File: config.mk
export PLATFORM = sky130hd
export DESIGN_NAME = alu_shift_seq
export DESIGN_NICKNAME = d
export VERILOG_FILES = /design/src/rtl/alu_shift_seq.sv
export SDC_FILE = /design/constraint.sdc
export NUM_CORES = 1
export LEC_CHECK = 0
export ABC_AREA = 1
export CAP_MARGIN = 20
export CORE_MARGIN = 2
export CORE_UTILIZATION = 40
export DETAILED_ROUTE_END_ITERATION = 16
export MAX_ROUTING_LAYER = met4
export PLACE_DENSITY = 0.78
export SLEW_MARGIN = 0
export SYNTH_ARGS = -nofsm -noshare
export SYNTH_HDL_FRONTEND = slang
export SYNTH_SLANG_ARGS = --single-unit
File: constraint.sdc
create_clock -name clk_i -period 1.5 [get_ports clk_i]
set_input_delay 0.3 -clock clk_i [delete_from_list [all_inputs] [get_ports clk_i]]
set_output_delay 0.3 -clock clk_i [all_outputs]
set_load 0.05 [all_outputs]
File: src/rtl/alu_shift_seq.sv
// Sequential SRL/SLL/SRA unit: one bit of shift per clock behind a
// start/busy/done handshake, result held until the next accepted request.
module alu_shift_seq #(
  parameter int WIDTH   = 32,
  parameter int SHAMT_W = $clog2(WIDTH)
) (
  input  logic               clk_i,
  input  logic               rst_i,
  input  logic               start_i,
  input  logic [3:0]         operacion_i,
  input  logic [WIDTH-1:0]   a_i,
  input  logic [SHAMT_W-1:0] shamt_i,
  output logic               busy_o,
  output logic               done_o,
  output logic [WIDTH-1:0]   resultado_o
);

  localparam logic [3:0]         OP_SRL   = 4'b0111;
  localparam logic [3:0]         OP_SLL   = 4'b1000;
  localparam logic [3:0]         OP_SRA   = 4'b1001;
  localparam logic [SHAMT_W-1:0] CNT_ZERO = {SHAMT_W{1'b0}};
  localparam logic [SHAMT_W-1:0] CNT_ONE  = {{(SHAMT_W-1){1'b0}}, 1'b1};

  typedef enum logic [1:0] {
    ST_IDLE  = 2'd0,
    ST_SHIFT = 2'd1,
    ST_DONE  = 2'd2
  } state_t;

  state_t             state_r;
  state_t             state_nxt_s;
  logic               accept_s;
  logic [WIDTH-1:0]   sh_r;
  logic [WIDTH-1:0]   sh_nxt_s;
  logic [3:0]         op_r;
  logic [3:0]         op_nxt_s;
  logic [SHAMT_W-1:0] cnt_r;
  logic [SHAMT_W-1:0] cnt_nxt_s;
  logic               busy_r;
  logic               busy_nxt_s;
  logic               done_r;
  logic               done_nxt_s;

  function automatic logic is_shift_op(input logic [3:0] op);
    logic legal;
    case (op)
      OP_SRL:  legal = 1'b1;
      OP_SLL:  legal = 1'b1;
      OP_SRA:  legal = 1'b1;
      default: legal = 1'b0;
    endcase
    return legal;
  endfunction

  // One-bit step; SRA replicates the sign bit so it survives every step.
  function automatic logic [WIDTH-1:0] shift_step(input logic [WIDTH-1:0] v,
                                                  input logic [3:0]       op);
    logic [WIDTH-1:0] r;
    case (op)
      OP_SRL:  r = {1'b0, v[WIDTH-1:1]};
      OP_SLL:  r = {v[WIDTH-2:0], 1'b0};
      OP_SRA:  r = {v[WIDTH-1], v[WIDTH-1:1]};
      default: r = v;
    endcase
    return r;
  endfunction

  // State, datapath and registered handshake outputs.
  always_ff @(posedge clk_i) begin
    if (rst_i) begin
      state_r <= ST_IDLE;
      sh_r    <= {WIDTH{1'b0}};
      op_r    <= 4'b0000;
      cnt_r   <= CNT_ZERO;
      busy_r  <= 1'b0;
      done_r  <= 1'b0;
    end else begin
      state_r <= state_nxt_s;
      sh_r    <= sh_nxt_s;
      op_r    <= op_nxt_s;
      cnt_r   <= cnt_nxt_s;
      busy_r  <= busy_nxt_s;
      done_r  <= done_nxt_s;
    end
  end

  // Next-state logic; a request is taken in IDLE and also in DONE (no bubble).
  always_comb begin
    state_nxt_s = state_r;
    accept_s    = 1'b0;
    case (state_r)
      ST_IDLE: begin
        if (start_i && is_shift_op(operacion_i)) begin
          accept_s    = 1'b1;
          state_nxt_s = (shamt_i != CNT_ZERO) ? ST_SHIFT : ST_DONE;
        end else begin
          state_nxt_s = ST_IDLE;
        end
      end
      ST_SHIFT: begin
        if (cnt_r == CNT_ONE) begin
          state_nxt_s = ST_DONE;
        end else begin
          state_nxt_s = ST_SHIFT;
        end
      end
      ST_DONE: begin
        if (start_i && is_shift_op(operacion_i)) begin
          accept_s    = 1'b1;
          state_nxt_s = (shamt_i != CNT_ZERO) ? ST_SHIFT : ST_DONE;
        end else begin
          state_nxt_s = ST_IDLE;
        end
      end
      default: begin
        state_nxt_s = ST_IDLE;
      end
    endcase
  end

  // Datapath updates and next values of the handshake outputs.
  always_comb begin
    sh_nxt_s   = sh_r;
    op_nxt_s   = op_r;
    cnt_nxt_s  = cnt_r;
    busy_nxt_s = (state_nxt_s == ST_SHIFT);
    done_nxt_s = (state_nxt_s == ST_DONE);
    if (accept_s) begin
      sh_nxt_s  = a_i;
      op_nxt_s  = operacion_i;
      cnt_nxt_s = shamt_i;
    end else if (state_r == ST_SHIFT) begin
      sh_nxt_s  = shift_step(sh_r, op_r);
      cnt_nxt_s = cnt_r - CNT_ONE;
    end else begin
      sh_nxt_s  = sh_r;
      cnt_nxt_s = cnt_r;
    end
  end

  assign busy_o      = busy_r;
  assign done_o      = done_r;
  assign resultado_o = sh_r;

endmodule

Fig. 1: run 1, placed standard cells
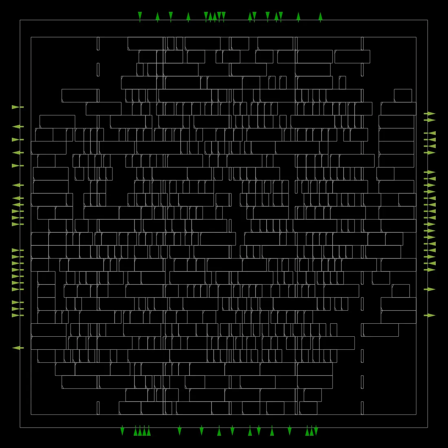
flop count: 45
fillers: 509
# Taps: 77
flop share of the area: 21.3%

Fig. 2: run 1, local utilization
(4 px per um) The die is cut into 9 by 9 equal tiles; dark blue is low, red is high, 0 to 100% covered.
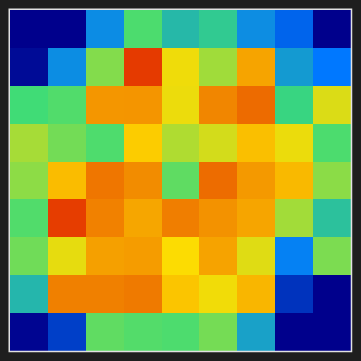
nearly empty tiles	8.6%
fullest tile	93%
tiles over 75% full	35%
mean over tiles	57%

Fig. 3: run 1, sizing map
(4 px per um)
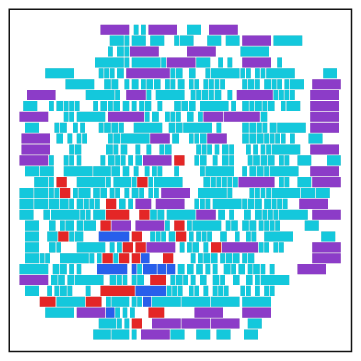
color	size	cells	share
cyan	x1 and smaller	446	84%
purple	x6 and larger	52	9.8%
blue	x2	10	1.9%
red	x3 and x4	25	4.7%

==> run_results.csv, run 1 <==
group,metric,value,unit
synthesis,syn_area_per_cell,5.94,um2
synthesis,most_common_cell,"nand2_1",
synthesis,ys_types,23,
synthesis,synth-simple-area-share,49.3,%
synthesis,top_cells_by_area,"dfxtp_1 34%, nand2_1 18%, nand3_1 17%, nor2_1 12%, inv_1 5.8%",
floorplanning,coreArea,6350,um2
clock_network,clkLatencyLatePin,300,ps
floorplanning,fp_util,41.5,%
synthesis,yosysWarnings,0,
synthesis,ys_seq_elements,45,
routing,drc,0,
synthesis,ys.flop_type,"dfxtp_1",
cells_and_area,drive_gt1_share,16.3,%
synthesis,synth-xor-area-share,0.997,%
setup_path,crit_arrival,1620,ps
cells_and_area,layout_top_cell,"nand2_1",
cells_and_area,area_growth,61.7,%
synthesis,yosys_cells,444,
synthesis,ys_sh_mux,0,%
flow_run,drv_cap,0,
final_timing,slew_violations,0,
setup_path,worstSetupPathType,"reg -> reg",
cells_and_area,nets,578,
synthesis,logic_family,"simple AND/OR/NAND/NOR gates",
routing,wire_per_inst,13.1,um
place,hpwl,5.47,mm
cells_and_area,instances_no_fill,610,
routing,drtPass1Iterations,7,
place,dp_cells,596,
final_timing,final.setup.tns,0,ps
floorplanning,die_x,85.2,um
final_timing,finalHoldViolCount,0,
clock_network,cts_buffers,5,
power,irDropWorstVdd,503,uV
global_route,grt_usage,20.9,%
setup_path,crit_fanout,8,
final_timing,tightest_slew,277,ps
global_route,grt_pass1_vias,2814,
synthesis,netlist.area_leader.share,34.2,%
routing,dr_total_vias,3131,
flow_run,warnings,27,
synthesis,ys_chip_area,2640,um2
clock_network,clockRootBuffer,"clkbuf_8",
routing,vias_per_cell,5.13,
floorplanning,die_h,85.2,um
global_route,grt_pass1_wl,12.2,mm
final_timing,fmax,0.699,GHz
synthesis,synth_area_leader_cell,"dfxtp_1",
status,status,"finished, final reports clean",
synthesis,syn-num-nets,490,
final_timing,fin_crit,1430,ps
clock_network,clockBufferDepth,2,
place,port_buffers,77,
cells_and_area,lay_top_cells,"124 x nand2_1, 92 x nand3_1, 79 x nor2_1, 41 x dfxtp_1, 40 x inv_1",
synthesis,top_cells_by_count,"126 x nand2_1, 92 x nand3_1, 83 x nor2_1",
clock_network,clock_sinks,45,
synthesis,synth_area,2640,um2
setup_path,endpoint_kind,"flip-flop",
place,placed_area,3950,um2
synthesis,ys_seq_share,34.2,%
cells_and_area,design_area,4260,um2
clock_network,htreeDepth,2,
synthesis,syn_inst,444,
global_route,gr-total-overflow,0,
final_timing,holdWs,323,ps
final_timing,setup_viol,0,
floorplanning,num_rows,29,
synthesis,synthArstFlopShare,0,%
clock_network,clk_pin_slew,90,ps
floorplanning,io_pins,78,
final_timing,setup_slack,68.4,ps
routing,wl,8.01,mm
global_route,grt_max_degree,29,
cells_and_area,final_util,67.2,%
synthesis,edf_count,0,
min_path,hold_path_class,"in -> reg",
clock_network,tritoncts,"yes",
place,gp_congestion,0.953,
final_timing,fin_crit_sh,95.4,%
## run 1: flip-flops by register name, summed over array words and instances (netlist names)
name         flops
op_r             4
busy_o           1
state_r          2
done_o           1
cnt_r            5
resultado_o     32
## run 1: path summary, 6_finish.rpt
check | end | cells past startpoint | slack [ps] | startpoint
worst max-delay path | resultado_o[16]$_SDFFE_PP0P_ | 9 | 70 | op_r[1]$_SDFFE_PP0P_
worst min-delay path | op_r[3]$_SDFFE_PP0P_ | 3 | 320 | operacion_i[3]
worst max register to register | resultado_o[16]$_SDFFE_PP0P_ | 9 | 70 | op_r[1]$_SDFFE_PP0P_
worst min register to register | op_r[3]$_SDFFE_PP0P_ | 2 | 480 | op_r[3]$_SDFFE_PP0P_
## run 1: area by class of cell
type	count	area [um2]
timing repair buffer	106	1490
tap	77	96.3
inverter	43	164
clock buffer	7	86.3
fill	509	2090
clock inverter	1	30.0
sequential	45	908
multi-input combinational	331	1490
## run 1: per-layer routing
metal	routed length, um	global-route usage (%)	vias up
met5	0	-	-
met2	3880	34.4	149
met1	3340	26.3	1406
li1	-	-	1565
met3	677	3.99	11
met4	108	5.77	0
## run 1: power breakdown
| group | switching, W | internal [W] |
|---|---|---|
| logic | 0.000487 | 0.000469 |
| clock network | 0.000423 | 0.000544 |
| registers | 0.0000805 | 0.00126 |
## run 1: timing repair
action / CTS / global route
hold buffers: 0 / 0
gates resized: 2 / 19
hold endpoints to repair: 0 / 0
setup buffers: 0 / 1
pin swaps: 0 / 6
setup endpoints to repair: 8 / 40
cloned: 0 / 5
## run 1: critical path: stages (launching register included)
cell and delay, ps:
dfxtp_4 390, nand2_1 100, nor2_4 120, nor2_2 60
o21ai_4 160, buf_12 170, buf_12 130, nand3_1 70
nand2_1 70, nor2_1 40
## Run 2: what changed since run 1
- CAP_MARGIN: 20 -> unset
- REMOVE_ABC_BUFFERS: unset -> 1
==> run 2 against run 1 <==
The run now ends with negative setup slack left. Final area up 4.7%. Flip-flop count stayed put. Synthesized area did not move. Maximum frequency shrank 4.8%. Clock-buffer cell count is 2 lower. Worst setup slack got worse by 71 ps. Utilization rose by 3.2 points. Cell count is 0.33% lower. Via count up 1.1%. Non-clock buffer count fell by 2. Routed wire length is 5.0% higher. Critical path type unchanged. Largest cell class is now multi-input combinational cells.
==> run_results.csv, run 2 <==
group,metric,value,unit
status,status,"finished, violations left",
status,violations,"negative setup slack",
synthesis,ys_sh_aoi,3.65,%
setup_path,worstSetupPathType,"reg -> reg",
synthesis,yosysWarnings,0,
routing,drc,0,
clock_network,cts_hold_buf,0,
final_timing,setup_slack,-2.99,ps
setup_path,start_kind,"flip-flop",
synthesis,synthArstFlopShare,0,%
setup_path,crit_required,1690,ps
min_path,hold_start,"operacion_i[3]",
floorplanning,coreArea,6350,um2
synthesis,logic_family,"simple AND/OR/NAND/NOR gates",
place,placed_area,3940,um2
setup_path,cp_num_buf_inv,2,
cells_and_area,drive_gt1_share,21.3,%
final_timing,slew_violations,0,
setup_path,crit_top_cell,"buf_12",
min_path,holdPathEnd,"op_r[3]$_SDFFE_PP0P_",
setup_path,crit_family,"simple AND/OR/NAND/NOR gates",
synthesis,ys_chip_area,2640,um2
clock_network,clkLatencyLatePin,300,ps
clock_network,clockBufferDepth,2,
final_timing,clock_skew,10.9,ps
routing,vias_per_cell,5.21,
cells_and_area,largest_reg_flops,32,
setup_path,r2r_end,"resultado_o[6]$_SDFFE_PP0P_",
synthesis,top_cells_by_count,"126 x nand2_1, 92 x nand3_1, 83 x nor2_1",
clock_network,cts_buffers,5,
clock_network,post_cts_buffers,1,
synthesis,yosys_cells,444,
synthesis,syn_area_per_cell,5.94,um2
routing,wire_per_inst,13.8,um
min_path,whs_path_depth,3,
global_route,antenna_found_initial,0,
place,pre_cts_ws,-321,ps
floorplanning,die_area,7260,um2
routing,wl,8.41,mm
global_route,gr-total-overflow,0,
setup_path,crit_fanout,7,
clock_network,clock_sinks,45,
synthesis,top_cells_by_area,"dfxtp_1 34%, nand2_1 18%, nand3_1 17%, nor2_1 12%, inv_1 5.8%",
final_timing,finalHoldViolCount,0,
place,gp_congestion,0.829,
synthesis,netlist.area_leader.share,34.2,%
cells_and_area,n_antenna_cell,0,
global_route,grt_pass1_wl,12.6,mm
final_timing,fin_crit,1500,ps
synthesis,most_common_cell,"nand2_1",
synthesis,edf_count,0,
final_timing,tightest_slew,275,ps
synthesis,syn_inst,444,
setup_path,critical_path.max_stage_delay,350,ps
setup_path,cp_slowest_cell,"dfxtp_2",
power,power_density,768,nW/um2
final_timing,rsz0062_at_grt,"yes",
global_route,grt_usage,21.5,%
global_route,grt_pass1_vias,2998,
power,p_leak,1.92,nW
clock_network,cts-resized-gates,2,
floorplanning,die_x,85.2,um
final_timing,fin_crit_sh,100,%
setup_path,endpoint_kind,"flip-flop",
cells_and_area,nets,576,
setup_path,reg2reg_from,"op_r[1]$_SDFFE_PP0P_",
final_timing,setup_viol,2,
power,irDropWorstVdd,460,uV
clock_network,htreeDepth,2,
floorplanning,io_pins,78,
place,hpwl,5.34,mm
min_path,hold_path_class,"in -> reg",
cells_and_area,nFillCells,496,
synthesis,synth-simple-area-share,49.3,%
floorplanning,die_h,85.2,um
cells_and_area,layout_top_cell,"nand2_1",
synthesis,ys.flop_type,"dfxtp_1",
power,power.total,0.00343,W
synthesis,ys_types,23,
flow_run,drv_cap,0,
synthesis,ys_seq_share,34.2,%
cells_and_area,area_growth,69.3,%
setup_path,rrSetupSlack,-3,ps
flow_run,warnings,27,
synthesis,synth_area_leader_cell,"dfxtp_1",
routing,drtPass1Iterations,6,
place,port_buffers,77,
final_timing,fmax,0.665,GHz
clock_network,tritoncts,"yes",
cells_and_area,lay_top_cells,"118 x nand2_1, 79 x nor2_1, 70 x nand3_1, 42 x dfxtp_1, 41 x buf_12",
clock_network,clockRootBuffer,"clkbuf_8",
clock_network,clk_pin_slew,80,ps
final_timing,maxSlewHeadroom,81.7,%
routing,drt_first_iter_violations,216,
final_timing,final.setup.tns,-3.71,ps
synthesis,synth-xor-area-share,0.997,%
synthesis,ys_sh_mux,0,%
setup_path,reg2regPathDepth,8,
synthesis,synth_area,2640,um2
floorplanning,fp_util,41.5,%
routing,dr_total_vias,3167,
routing,ant_nets,0,
setup_path,crit_arrival,1700,ps
cells_and_area,design_area,4460,um2
synthesis,fa_ha_area_share,0.949,%
global_route,grt_max_degree,42,
setup_path,crit_chain,"nor3_2 > nor2_4 > o21ai_4 > buf_12 > buf_12 > nand3_4 > nand2_2 > nor2_1",
synthesis,ys_seq_elements,45,
## run 2: per-stage QoR
stage                     hold WS, ps  cells
after floorplan                   369    419
after global placement            453    592
after detailed placement          469    592
after CTS                         482    602
after global routing              374    608
final                             346    608
## run 2: cells by family (layout without fill, tap and decap cells)
logic type,after synthesis,count (layout)
and+or+nand+nor,310,310
buffers and inverters,68,155
DFF,45,45
AOI/OAI and AO/OA,16,16
xor gates and xnor gates,3,3
adders and majority gates,2,2
## run 2: cell type report
class / instances / area, um2 / area share [%]
clock inverters: 3 / 65.1 / 1.46
repair buffers: 104 / 1550 / 34.7
inverters: 43 / 163 / 3.64
flip-flops and latches: 45 / 905 / 20.3
clock buffers: 5 / 68.8 / 1.54
well taps: 77 / 96.3 / 2.16
multi-input cells: 331 / 1620 / 36.3
## run 2: power by group
| group | internal (W) | switching, W |
|---|---|---|
| clock network | 0.000662 | 0.000427 |
| logic | 0.000487 | 0.000519 |
| registers | 0.00126 | 0.0000782 |
## run 2: per-layer routing
layer / global-route usage [%] / wire (um)
met1: 23.5 / 3260
met2: 39.5 / 4440
met3: 4.09 / 615
met4: 5.77 / 97
met5: - / 0
## run 2: worst max path at each step
stage / start / end / slack [ps] / cells past startpoint
global route: op_r[3]$_SDFFE_PP0P_ / resultado_o[6]$_SDFFE_PP0P_ / -50 / 10
finish: op_r[1]$_SDFFE_PP0P_ / resultado_o[6]$_SDFFE_PP0P_ / -3 / 8
floorplan: op_r[3]$_SDFFE_PP0P_ / resultado_o[1]$_SDFFE_PP0P_ / -1300 / 9
detailed placement: operacion_i[2] / resultado_o[6]$_SDFFE_PP0P_ / -320 / 11
CTS: operacion_i[2] / resultado_o[26]$_SDFFE_PP0P_ / 8 / 12
global placement: operacion_i[3] / resultado_o[3]$_SDFFE_PP0P_ / -260 / 11
Fig. 4: run 2, placed standard cells
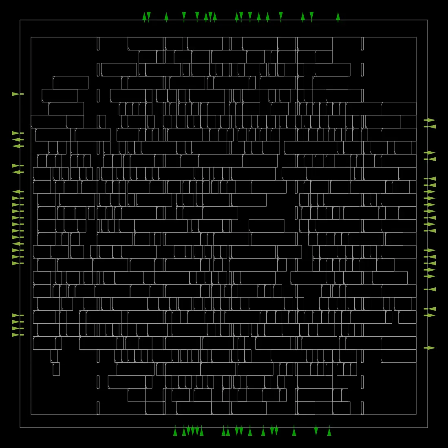
Final Util: 70.3%
Rows: 29
final non-filler cell total: 608

Fig. 5: run 2, sizing map
(4 px per um)
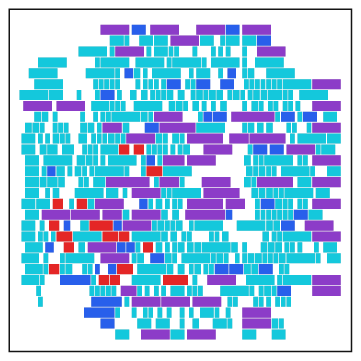
color	size	cells	share	most used
purple	x6 and larger	57	11%	buf_12
blue	x2	39	7.3%	nand3_2
red	x3 and x4	17	3.2%	buf_4
cyan	x1 and smaller	418	79%	nand2_1

Power is estimated from default activity; no workload was simulated.
